==> src/rtl/pim_regbridge.sv <==
// Bridges an MPMC-style PIM port onto a simple single-cycle register bus.
// Write and read bursts are buffered in small FIFOs and replayed one word at a time.
module pim_regbridge #(
  parameter int C_DWIDTH       = 32,
  parameter int C_AWIDTH       = 6,
  parameter int C_WRFIFO_DEPTH = 16,
  parameter int C_RDFIFO_DEPTH = 16,
  parameter int C_AFULL_MARGIN = 2,
  parameter int C_INIT_CYCLES  = 8
) (
  input  logic                  MPMC_Clk,
  input  logic                  MPMC_Rst,
  input  logic [31:0]           PIM_Addr,
  input  logic                  PIM_AddrReq,
  input  logic                  PIM_RNW,
  input  logic [3:0]            PIM_Size,
  input  logic                  PIM_RdModWr,
  output logic                  PIM_AddrAck,
  output logic [C_DWIDTH-1:0]   PIM_RdFIFO_Data,
  output logic [3:0]            PIM_RdFIFO_RdWdAddr,
  output logic                  PIM_RdFIFO_Empty,
  input  logic                  PIM_RdFIFO_Pop,
  input  logic                  PIM_RdFIFO_Flush,
  output logic [1:0]            PIM_RdFIFO_Latency,
  input  logic [C_DWIDTH-1:0]   PIM_WrFIFO_Data,
  input  logic [C_DWIDTH/8-1:0] PIM_WrFIFO_BE,
  input  logic                  PIM_WrFIFO_Push,
  input  logic                  PIM_WrFIFO_Flush,
  output logic                  PIM_WrFIFO_Empty,
  output logic                  PIM_WrFIFO_AlmostFull,
  output logic                  PIM_InitDone,
  output logic [C_AWIDTH-1:0]   address,
  output logic                  write,
  output logic                  read,
  output logic [C_DWIDTH-1:0]   writedata,
  output logic [C_DWIDTH/8-1:0] byteenable,
  input  logic [C_DWIDTH-1:0]   readdata
);

  localparam int BW     = C_DWIDTH / 8;
  localparam int WR_PW  = $clog2(C_WRFIFO_DEPTH);
  localparam int WR_CW  = WR_PW + 1;
  localparam int RD_PW  = $clog2(C_RDFIFO_DEPTH);
  localparam int RD_CW  = RD_PW + 1;
  localparam int INIT_W = $clog2(C_INIT_CYCLES + 1);

  typedef enum logic [1:0] {IDLE, WR_BURST, RD_ISSUE, RD_CAPTURE} state_t;

  state_t              state_q, state_d;
  logic [C_AWIDTH-1:0] addr_q, addr_d;
  logic [3:0]          beat_q, beat_d;
  logic [3:0]          last_q, last_d;
  logic                discard_q, discard_d;
  logic [INIT_W-1:0]   init_cnt_q, init_cnt_d;
  logic                init_done_q, init_done_d;

  logic [C_DWIDTH-1:0] wr_data_mem [C_WRFIFO_DEPTH];
  logic [BW-1:0]       wr_be_mem   [C_WRFIFO_DEPTH];
  logic [WR_PW-1:0]    wr_wptr_q, wr_wptr_d, wr_rptr_q, wr_rptr_d;
  logic [WR_CW-1:0]    wr_count_q, wr_count_d, wr_free, req_len_w;
  logic                wr_push, wr_pop, wr_full;

  logic [C_DWIDTH-1:0] rd_data_mem [C_RDFIFO_DEPTH];
  logic [3:0]          rd_idx_mem  [C_RDFIFO_DEPTH];
  logic [RD_PW-1:0]    rd_wptr_q, rd_wptr_d, rd_rptr_q, rd_rptr_d;
  logic [RD_CW-1:0]    rd_count_q, rd_count_d, rd_free, req_len_r;
  logic                rd_push, rd_push_ok, rd_pop, rd_full, rd_empty;

  logic [3:0]          size_last;
  logic                unused_ok;

  assign unused_ok = ^{PIM_RdModWr, PIM_Addr[31:C_AWIDTH+2], PIM_Addr[1:0]};

  // Burst length is carried as the index of the final beat.
  always_comb begin
    size_last = 4'd0;
    case (PIM_Size)
      4'd1:    size_last = 4'd3;
      4'd2:    size_last = 4'd7;
      4'd3:    size_last = 4'd15;
      default: size_last = 4'd0;
    endcase
  end

  assign req_len_w = WR_CW'(size_last) + WR_CW'(1);
  assign req_len_r = RD_CW'(size_last) + RD_CW'(1);

  assign wr_full               = (wr_count_q == WR_CW'(C_WRFIFO_DEPTH));
  assign wr_free               = WR_CW'(C_WRFIFO_DEPTH) - wr_count_q;
  assign wr_push               = PIM_WrFIFO_Push && !wr_full;
  assign PIM_WrFIFO_Empty      = (wr_count_q == '0);
  assign PIM_WrFIFO_AlmostFull = (wr_free <= WR_CW'(C_AFULL_MARGIN));

  assign rd_empty            = (rd_count_q == '0);
  assign rd_full             = (rd_count_q == RD_CW'(C_RDFIFO_DEPTH));
  assign rd_free             = RD_CW'(C_RDFIFO_DEPTH) - rd_count_q;
  assign rd_push_ok          = rd_push && !rd_full;
  assign rd_pop              = PIM_RdFIFO_Pop && !rd_empty;
  assign PIM_RdFIFO_Empty    = rd_empty;
  assign PIM_RdFIFO_Data     = rd_data_mem[rd_rptr_q];
  assign PIM_RdFIFO_RdWdAddr = rd_idx_mem[rd_rptr_q];
  assign PIM_RdFIFO_Latency  = 2'd0;
  assign PIM_InitDone        = init_done_q;

  always_comb begin
    init_cnt_d  = init_done_q ? init_cnt_q : init_cnt_q + INIT_W'(1);
    init_done_d = init_done_q || (init_cnt_q == INIT_W'(C_INIT_CYCLES - 1));
  end

  always_comb begin
    wr_wptr_d  = wr_wptr_q;
    wr_rptr_d  = wr_rptr_q;
    wr_count_d = wr_count_q;
    if (PIM_WrFIFO_Flush) begin
      wr_wptr_d  = '0;
      wr_rptr_d  = '0;
      wr_count_d = '0;
    end else begin
      if (wr_push) wr_wptr_d = wr_wptr_q + WR_PW'(1);
      if (wr_pop)  wr_rptr_d = wr_rptr_q + WR_PW'(1);
      wr_count_d = wr_count_q + WR_CW'(wr_push) - WR_CW'(wr_pop);
    end
  end

  always_comb begin
    rd_wptr_d  = rd_wptr_q;
    rd_rptr_d  = rd_rptr_q;
    rd_count_d = rd_count_q;
    if (PIM_RdFIFO_Flush) begin
      rd_wptr_d  = '0;
      rd_rptr_d  = '0;
      rd_count_d = '0;
    end else begin
      if (rd_push_ok) rd_wptr_d = rd_wptr_q + RD_PW'(1);
      if (rd_pop)     rd_rptr_d = rd_rptr_q + RD_PW'(1);
      rd_count_d = rd_count_q + RD_CW'(rd_push_ok) - RD_CW'(rd_pop);
    end
  end

  // Bus strobes are decoded from the state register so reset silences them at once.
  always_comb begin
    state_d     = state_q;
    addr_d      = addr_q;
    beat_d      = beat_q;
    last_d      = last_q;
    discard_d   = discard_q;
    PIM_AddrAck = 1'b0;
    wr_pop      = 1'b0;
    rd_push     = 1'b0;
    write       = 1'b0;
    read        = 1'b0;
    address     = '0;
    writedata   = '0;
    byteenable  = '0;
    case (state_q)
      IDLE: begin
        discard_d = 1'b0;
        if (init_done_q && PIM_AddrReq) begin
          if ((!PIM_RNW && wr_count_q >= req_len_w) || (PIM_RNW && rd_free >= req_len_r)) begin
            PIM_AddrAck = 1'b1;
            state_d     = PIM_RNW ? RD_ISSUE : WR_BURST;
            addr_d      = PIM_Addr[C_AWIDTH+1:2];
            beat_d      = 4'd0;
            last_d      = size_last;
          end
        end
      end
      WR_BURST: begin
        if (PIM_WrFIFO_Flush) begin
          state_d = IDLE;
        end else begin
          wr_pop     = 1'b1;
          write      = |wr_be_mem[wr_rptr_q];
          address    = addr_q;
          writedata  = wr_data_mem[wr_rptr_q];
          byteenable = wr_be_mem[wr_rptr_q];
          addr_d     = addr_q + C_AWIDTH'(1);
          beat_d     = beat_q + 4'd1;
          if (beat_q == last_q) state_d = IDLE;
        end
      end
      RD_ISSUE: begin
        read      = 1'b1;
        address   = addr_q;
        discard_d = discard_q || PIM_RdFIFO_Flush;
        state_d   = RD_CAPTURE;
      end
      RD_CAPTURE: begin
        rd_push = !discard_q && !PIM_RdFIFO_Flush;
        addr_d  = addr_q + C_AWIDTH'(1);
        beat_d  = beat_q + 4'd1;
        if (beat_q == last_q) begin
          state_d   = IDLE;
          discard_d = 1'b0;
        end else begin
          state_d   = RD_ISSUE;
          discard_d = discard_q || PIM_RdFIFO_Flush;
        end
      end
      default: state_d = IDLE;
    endcase
  end

  always_ff @(posedge MPMC_Clk or posedge MPMC_Rst) begin
    if (MPMC_Rst) begin
      state_q     <= IDLE;
      addr_q      <= '0;
      beat_q      <= '0;
      last_q      <= '0;
      discard_q   <= 1'b0;
      init_cnt_q  <= '0;
      init_done_q <= 1'b0;
      wr_wptr_q   <= '0;
      wr_rptr_q   <= '0;
      wr_count_q  <= '0;
      rd_wptr_q   <= '0;
      rd_rptr_q   <= '0;
      rd_count_q  <= '0;
    end else begin
      state_q     <= state_d;
      addr_q      <= addr_d;
      beat_q      <= beat_d;
      last_q      <= last_d;
      discard_q   <= discard_d;
      init_cnt_q  <= init_cnt_d;
      init_done_q <= init_done_d;
      wr_wptr_q   <= wr_wptr_d;
      wr_rptr_q   <= wr_rptr_d;
      wr_count_q  <= wr_count_d;
      rd_wptr_q   <= rd_wptr_d;
      rd_rptr_q   <= rd_rptr_d;
      rd_count_q  <= rd_count_d;
    end
  end

  // Storage arrays need no reset; emptiness is tracked by the pointers and counts.
  always_ff @(posedge MPMC_Clk) begin
    if (wr_push) begin
      wr_data_mem[wr_wptr_q] <= PIM_WrFIFO_Data;
      wr_be_mem[wr_wptr_q]   <= PIM_WrFIFO_BE;
    end
    if (rd_push_ok) begin
      rd_data_mem[rd_wptr_q] <= readdata;
      rd_idx_mem[rd_wptr_q]  <= beat_q;
    end
  end

endmodule

==> config.mk <==
export PLATFORM = sky130hd
export DESIGN_NAME = pim_regbridge
export DESIGN_NICKNAME = d
export VERILOG_FILES = /design/src/rtl/pim_regbridge.sv
export SDC_FILE = /design/constraint.sdc
export NUM_CORES = 1
export LEC_CHECK = 0
export ABC_AREA = 1
export ABC_CLOCK_PERIOD_IN_PS = 4400
export CORE_ASPECT_RATIO = 1.1
export CORE_UTILIZATION = 37
export DETAILED_ROUTE_END_ITERATION = 10
export PLACE_DENSITY = 0.64
export REMOVE_ABC_BUFFERS = 1
export SETUP_SLACK_MARGIN = 0.02
export SLEW_MARGIN = 20
export SYNTH_ARGS = -nofsm -noshare
export SYNTH_HDL_FRONTEND = slang
export SYNTH_SLANG_ARGS = --single-unit
export TNS_END_PERCENT = 50
==> constraint.sdc <==
create_clock -name MPMC_Clk -period 4.4 [get_ports MPMC_Clk]
set_input_delay 0.88 -clock MPMC_Clk [delete_from_list [all_inputs] [get_ports MPMC_Clk]]
set_output_delay 0.88 -clock MPMC_Clk [all_outputs]
set_load 0.1 [all_outputs]
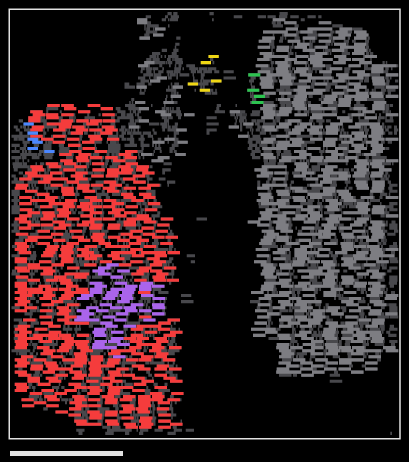
Fig. 1. Register map, names as in the netlist.
The bar under the picture is 100 µm long. Other sequential cells in the stronger gray, the rest of the logic in the fainter gray.
purple -> wr_be_mem  # placed flops 64
blue -> addr_q  # placed flops 6
red -> wr_data_mem  # placed flops 512
green -> rd_rptr_q  # placed flops 4
yellow -> rd_count_q  # placed flops 5, where top middle
not colored = 608

==> run notes <==
Notes on the physical implementation.

- The critical path goes through buf_12, o21ai_0, o22ai_1, nand2_1, nand3_1, nand2_1, nand4_1, and2_1, buf_12.
- According to the timing report, the arrival time at the worst endpoint equals 3.36 ns.
- The final route contains 29,000 vias.
- TritonCTS built the clock tree.
- The H-tree generated during clock tree synthesis spans 3 levels.
- After layout, the worst path uses 96.3% of the clock period.
- The placement row count is 138, for reference.
- The type recorded for the worst min-delay path is flop to flop.
- The highest-delay cell along the critical path is sky130_fd_sc_hd__buf_12, for reference.
- Per the detailed placement report, the placed cell area equals 52,600 µm².
- The script computed a power per unit cell area of 567 nW/µm².
- The peak clock frequency supported by timing is 236 MHz, for reference.
- The clock root buffer is sky130_fd_sc_hd__clkbuf_16, for reference.
- The remaining routing DRC violations is 0, for reference.
- At the worst endpoint, the required time is 3.52 ns.
- The routed design could run at a clock period as short as 4.24 ns.
- Per the synth log, the flip-flop and latch total comes to 1,199.
- For this configuration, the core starts out at a cell density of 37.3%.
- Synthesis handed over a netlist of 3,420 instances.
- The yosys warning tally is 0, for reference.
- The boundary pin count is 200, for reference.
- The post-placement cell count is 5,126, for reference.
- The final power report lists total power as 32.0 mW.
- Using the TritonRoute via totals, the vias-per-cell ratio works out to 5.42.
- The clock passes through at most 3 buffers.
- The global-route met1 utilization is 22.4%, for reference.
- For reference, the post-synthesis area per instance comes to 14.0 µm².
- The part of the Yosys area used for sequential elements is 74.5%, for reference.
- The first global-routing pass estimated 175 mm of wire.
- The final count of hold timing violations is 0, for reference.
- STA classifies the critical path startpoint as a flop.
- The pin count of the biggest net entering global routing is 146, for reference.
- The synthesis report lists the most area-consuming cells as sky130_fd_sc_hd__edfxtp_1 (72%), sky130_fd_sc_hd__nor2_1 (4.7%), sky130_fd_sc_hd__o21ai_0 (4.5%).
- The chip area line in the Yosys stat output reads 48,000 µm².
- The worst-case setup slack after placement is 0.406 ns, for reference.
- The ratio of cells with drive above 1 in the final layout is 10.8%, for reference.
- The run finished with clean final reports.
- The critical path contains buffers and inverters numbering 2 combined.
- Counting flops with a built-in enable in the synthesized netlist gives 1,152.
- Setup repair after global routing left no endpoint under its margin.
- For this design the static power due to leakage is 18.2 nW.
- The worst-path maximum fanout is 145, for reference.
- Per the final report, max-transition violations number 0.
- The synthesis report gives the async set-or-reset register share as 3.92%.
- Per the detail_route report, routed wire per instance is 21.9 µm.
- The largest registers in the layout are rd_data_mem (512), wr_data_mem (512).
- The number of CTS-inserted buffers is 117, for reference.
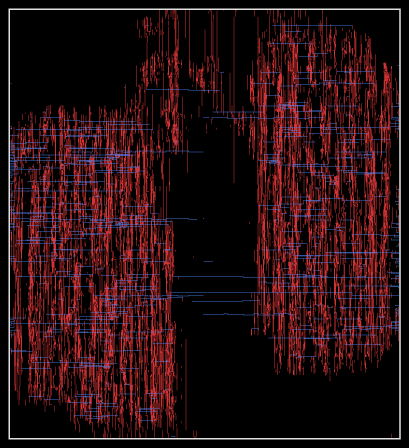
Fig. 2. Wiring by layer.
Two of the layers only.
red -> met2  # wire length 57.3 mm
blue -> met3  # wire length 8,130 µm

worst paths after layout:
| path | from | end | slack, ns | depth (start not counted) |
|---|---|---|---|---|
| setup / recovery | wr_rptr_q[1]$_DFFE_PP0P_ | write | 0.16 | 9 |
| hold / removal | init_cnt_q[3]$_DFFE_PP0N_ | init_cnt_q[3]$_DFFE_PP0N_ | 0.46 | 1 |
| hold reg to reg | init_cnt_q[3]$_DFFE_PP0N_ | init_cnt_q[3]$_DFFE_PP0N_ | 0.46 | 1 |
| setup reg to reg | rd_count_q[1]$_DFF_PP0_ | rd_count_q[4]$_DFF_PP0_ | 1.28 | 15 |
| min in group asynchronous | MPMC_Rst | wr_count_q[3]$_DFF_PP0_ | 0.63 | 2 |
| max in group asynchronous | MPMC_Rst | addr_q[1]$_DFFE_PP0P_ | 3.12 | 3 |
where the power goes:
part / total [mW] / leakage, nW / internal, mW / switching [mW]
combinational: 9.01 / 5.38 / 2.78 / 6.23
clock: 9.76 / 1.82 / 5.49 / 4.27
sequential: 13.2 / 11.0 / 12.9 / 0.313
total: 32.0 / 18.2 / 21.2 / 10.8
cells in the mapped netlist (44+ instances only):
cell,number
sky130_fd_sc_hd__o221ai_1,187
sky130_fd_sc_hd__nor2_1,605
sky130_fd_sc_hd__mux2i_1,100
sky130_fd_sc_hd__ha_1,45
sky130_fd_sc_hd__edfxtp_1,1152
sky130_fd_sc_hd__a21oi_1,51
sky130_fd_sc_hd__dfrtp_1,47
sky130_fd_sc_hd__inv_1,74
sky130_fd_sc_hd__o32ai_1,44
sky130_fd_sc_hd__clkbuf_1,147
sky130_fd_sc_hd__nand2_1,155
sky130_fd_sc_hd__o22ai_1,58
sky130_fd_sc_hd__nand3_1,79
sky130_fd_sc_hd__o211ai_1,85
sky130_fd_sc_hd__o21ai_0,430
placed cells by master, fill, tap and decap left out, types with 79 or more instances in the layout:
master	synthesis	routed
sky130_fd_sc_hd__o211ai_1	85	85
sky130_fd_sc_hd__o221ai_1	187	187
sky130_fd_sc_hd__buf_12	2	103
sky130_fd_sc_hd__o21ai_0	430	430
sky130_fd_sc_hd__nand3_1	79	79
sky130_fd_sc_hd__clkdlybuf4s50_1	0	87
sky130_fd_sc_hd__edfxtp_1	1152	1152
sky130_fd_sc_hd__clkbuf_16	0	117
sky130_fd_sc_hd__nand2_1	155	155
sky130_fd_sc_hd__mux2i_1	100	100
sky130_fd_sc_hd__nor2_1	605	573
layout make-up:
class	count	area [µm²]	share of cell area (%)
multi-input cells	1906	11000	19.5
inverters	80	322	0.570
flip-flops and latches	1199	35800	63.4
diodes	3	7.51	0.0133
clock inverters	73	713	1.26
clock buffers	143	3030	5.36
well taps	1680	2100	3.73
repair buffers	262	3470	6.16
cells by family after synthesis:
logic type / after synthesis / synth area share [%]
xor+xnor: 14 / 0.255
compound gates: 888 / 11.7
other cells: 1 / 0.00781
flops: 1199 / 74.5
mux: 100 / 2.08
buf+inv: 316 / 3.23
simple gates: 855 / 7.00
fa+ha+maj: 47 / 1.26
timing repair:
item,CTS,global route
setup endpoints to repair,0,8
gates resized,0,5
hold buffers,0,0
endpoints found under the hold margin,0,0
Power and IR drop assume default switching activity.
